==> config.mk <==
export PLATFORM = sky130hd
export DESIGN_NAME = comparator32
export DESIGN_NICKNAME = d
export VERILOG_FILES = /design/src/rtl/comparator32_pkg.sv /design/src/rtl/comparator32_nibble.sv /design/src/rtl/comparator32.sv
export SDC_FILE = /design/constraint.sdc
export NUM_CORES = 1
export LEC_CHECK = 0
export CAP_MARGIN = 20
export CORE_MARGIN = 2
export CORE_UTILIZATION = 37
export CTS_CLUSTER_SIZE = 30
export DETAILED_ROUTE_END_ITERATION = 12
export GPL_ROUTABILITY_DRIVEN = 0
export PLACE_DENSITY_LB_ADDON = 0.25
export SYNTH_ARGS = -nofsm -noshare
export SYNTH_HDL_FRONTEND = slang
export SYNTH_SLANG_ARGS = --single-unit
==> constraint.sdc <==
create_clock -name clk -period 6.2 [get_ports clk]
set_clock_uncertainty 0.05 [all_clocks]
set_input_delay 1.24 -clock clk [delete_from_list [all_inputs] [get_ports clk]]
set_output_delay 1.24 -clock clk [all_outputs]
set_load 0.1 [all_outputs]
**Run 1: signal wires by layer**

Scale: 6 px per um. Two of the layers only.
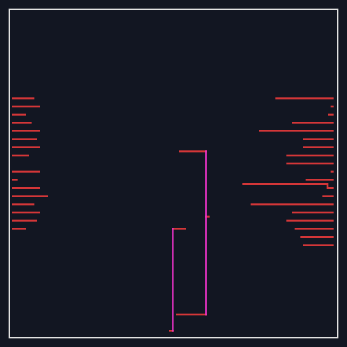
Key: magenta = met4 [wire length 44.2 um]; red = met3 [wire length 189 um]
DR WL/cell: 10.75 um
final WL: 2429 um
Total GRT Usage: 17.95%
routed vias: 1089

**Run 1: cell placement**

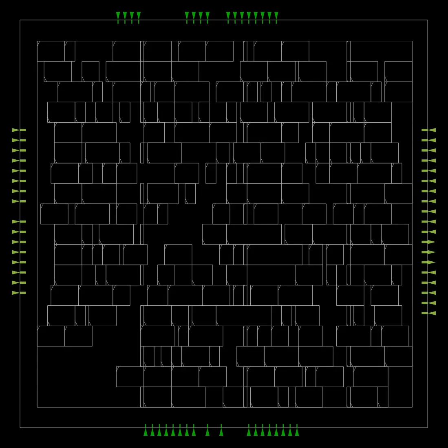
num sequential: 3
core area: 2455 sq um
well tap count: 30
final core utilization: 68.76%
# fillers: 219

**Run 1: routed clock nets over the placement**

Scale: 10 px per um.
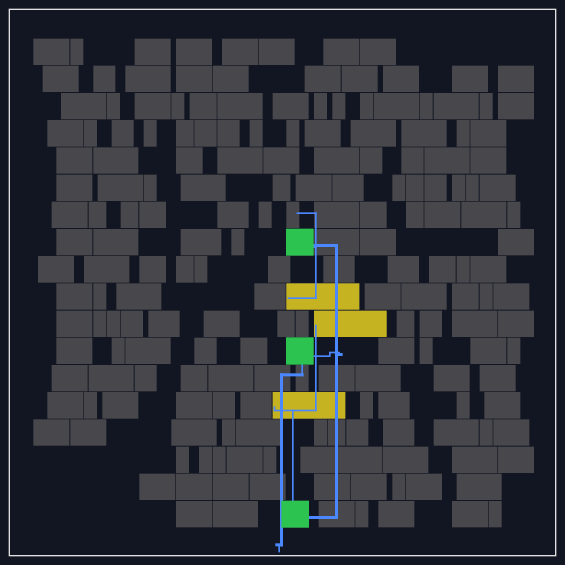
Key: green = cells driving clock nets [count 3]; blue = clock wires [length 99.4 um]; yellow = flip-flops [count 3]
There are 4 routed clock nets.
Clock power frac: 22.0%
clk pwr: 36.2 uW

**Run 1: supply network**

Scale: 6 px per um. Pins as bars on the die edge.
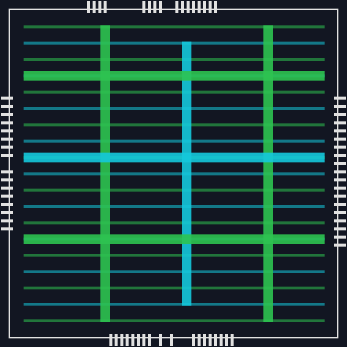
Key: green = VSS; cyan = VDD
3 straps on met5. The core has 18 rows. 3 straps on met4.
Peak VDD IR: 0.07636 mV
Die Span Y: 54.50 um
Die X: 54.50 um

==> run summary, run 1 <==
run results: Min Clock Period, post-route=3185 ps, run status=completed, initial antenna violation count=0, Max-area cell share=42.44%, H-tree levels=1, slowest CP cell=or4_4, CP Depth=8, initial drt markers=4, Synth top cell by count=inv_1, FMAX=313.9 MHz, Sink Count=3, internal power=106.9 uW, cell count after placement=222, Setup CP Type=primary input to flop, CP Cell Sequence=clkdlybuf4s50_1 > inv_1 > ha_1 > nand4_1 > or4_4 > nor3_2 > o211ai_1 > and4_1, CTS tree=built, number of synthesized flops with an enable pin=0, cell count in the Yosys report=124, combinational power share=64.9%, post-CTS setup buffer count=0, Synth warnings=0, Commonest cells post-synth=inv_1 (35), ha_1 (32), nand4_1 (7), a21oi_1 (5), nor2_1 (5), unique cell type count in the Yosys netlist=27, Ant. Diodes=0, arrival time at the worst endpoint=3270 ps
-- run 1: logic make-up after synthesis --
| kind of cell | synth area share [%] |
|---|---|
| AOI/OAI and AO/OA | 18.17 |
| adders and majority gates | 42.44 |
| buffers and inverters | 13.93 |
| DFF | 6.366 |
| and+or+nand+nor | 19.10 |
-- run 1: power by group through the flow --
stage,Clock (uW),Sequential [uW],Combinational (uW)
2_1_floorplan,0,33.6,40.8
3_3_place_gp,0,21.6,104
3_5_place_dp,0,21.8,107
4_1_cts,36.9,21.5,108
5_1_grt,38.3,21.6,120
6_report,36.2,21.5,107
-- run 1: layer usage --
layer  up-vias  global-route usage (%)  part of all wire, %
met5         -                       0                    0
met4         0                   8.333                  1.8
met3         5                   1.639                  7.7
met2        40                   38.76                   55
met1       462                   15.96                   36
li1        582                       -                    -
-- run 1: metrics by stage --
| stage | util (%) | hold WS, ps | area (sq um) | power [uW] |
|---|---|---|---|---|
| floorplan | - | 1259 | 943.4 | 74.38 |
| global placement | 67.69 | 1760 | 1662 | 125.7 |
| detailed placement | 67.69 | 1768 | 1662 | 129.1 |
| CTS | 68.76 | 1531 | 1688 | 166.4 |
| global route | 68.76 | 1572 | 1688 | 179.7 |
| finish | 68.76 | 1531 | 1688 | 164.4 |
-- run 1: layout make-up --
type                       count  share of cell area [%]
clock buffer                   4                   1.557
inverter                      35                   7.784
multi-input combinational     86                   44.55
sequential                     3                   3.558
tap                           30                   2.224
timing repair buffer          68                   40.33
**Run 1: placed cells, one color a class**

Scale: 4 px per um. Fill, decap, tap and diode cells in gray.
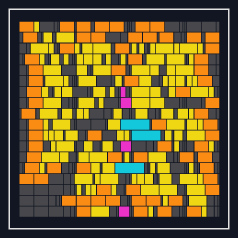

==> inputs of run 2 (changes only) <==
Settings changed: CORE_UTILIZATION 37 to 35.
Clock period 6.2 ns to 3.3 ns, I/O delays scaled along.
**Run 2: placed cells, one color a class**

Scale: 4 px per um. Fill, decap, tap and diode cells in gray.
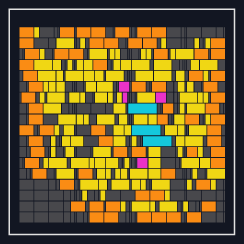
Key: orange = other buffers and delay cells [cells 68]; cyan = flip-flops [cells 3]; yellow = all other logic [cells 121]; magenta = clock drivers and dummy loads [cells 4]
core area: 2522 sq um
FP Rows: 18
final core utilization: 66.62%

==> run 2 against run 1 <==
Net effect:
- power grew 86%
- count of clock-buffer cells in the layout did not move
- combinational power increased by 87%
- largest power group unchanged
- utilization down 2.1 points
==> run summary, run 2 <==
run results: combinational power share=65.6% (+0.7 points), final WL=2568 um (+5.7%), initial drt markers=10 (+6), Peak VDD IR=0.1523 mV (+99%), post-CTS setup buffer count=0 (unchanged), DR WL/cell=11.36 um (+5.7%), Synth warnings=0 (unchanged), WHS=958.6 ps (-572.1 ps), total power=305.4 uW (+86%), unique cell type count in the Yosys netlist=27 (unchanged), Clock power frac=21.2% (-0.8 points), Ant. Diodes=0 (unchanged), Die X=55.92 um (+2.6%), fin area=1680 sq um (-0.44%), Setup CP Type=primary input to flop, Cell Area, Placed=1654 sq um (-0.45%), run status=completed, FMAX=386.1 MHz, Sink Count=3 (unchanged), Min Clock Period, post-route=2590 ps, # fillers=238 (+8.7%), cell count in the Yosys report=124 (unchanged)
==> run 2: cell count changes in the layout (fill, tap and decap cells not counted), sizes merged <==
cell and delta:
buf +3, clkdlybuf4s50 -3
==> run 2: area by class of cell <==
cell class              instances  area (sq um)  share of cell area, %
flip-flops and latches          3         60.06                  3.574
repair buffers                 68         673.1                  40.06
inverters                      35         131.4                  7.818
well taps                      30         37.54                  2.234
multi-input cells              86         752.0                  44.75
clock buffers                   4         26.28                  1.564
==> run 2: critical path: stages <==
cell and delay, ps:
clkdlybuf4s50_1 450, inv_1 40, ha_1 320, nand4_2 160, or4_4 560, nor3_2 150, o211ai_1 130, and4_1 210
==> run 2: routing by layer <==
metal  GRT usage [%]  share of wire [%]
met3           3.023                6.7
met2           36.39                 55
met4           8.844                2.3
met1           15.34                 36
met5               0                  0
==> run 2: power groups by stage <==
| stage | registers (uW) | logic, uW | clock network (uW) |
|---|---|---|---|
| finish | 40.3 | 200 | 64.8 |
| global route | 40.5 | 224 | 68.9 |
| CTS | 40.3 | 203 | 66.5 |
| detailed placement | 40.8 | 202 | 0 |
| global placement | 40.8 | 195 | 0 |
| floorplan | 63.1 | 76.6 | 0 |
==> run 2: through the flow <==
step                      worst slack (ps)  cells
after global placement               536.4    222
after global routing                 575.1    226
after floorplan                       1052    124
after detailed placement             457.2    222
final                                710.2    226
after CTS                            699.6    226
==> run 2: cell families after synthesis <==
logic type | Yosys count | share of synthesized area, %
buffers and inverters | 35 | 13.93
adders and majority gates | 32 | 42.44
and+or+nand+nor | 29 | 19.10
AOI/OAI and AO/OA | 25 | 18.17
DFF | 3 | 6.366
Power and IR drop assume default switching activity.
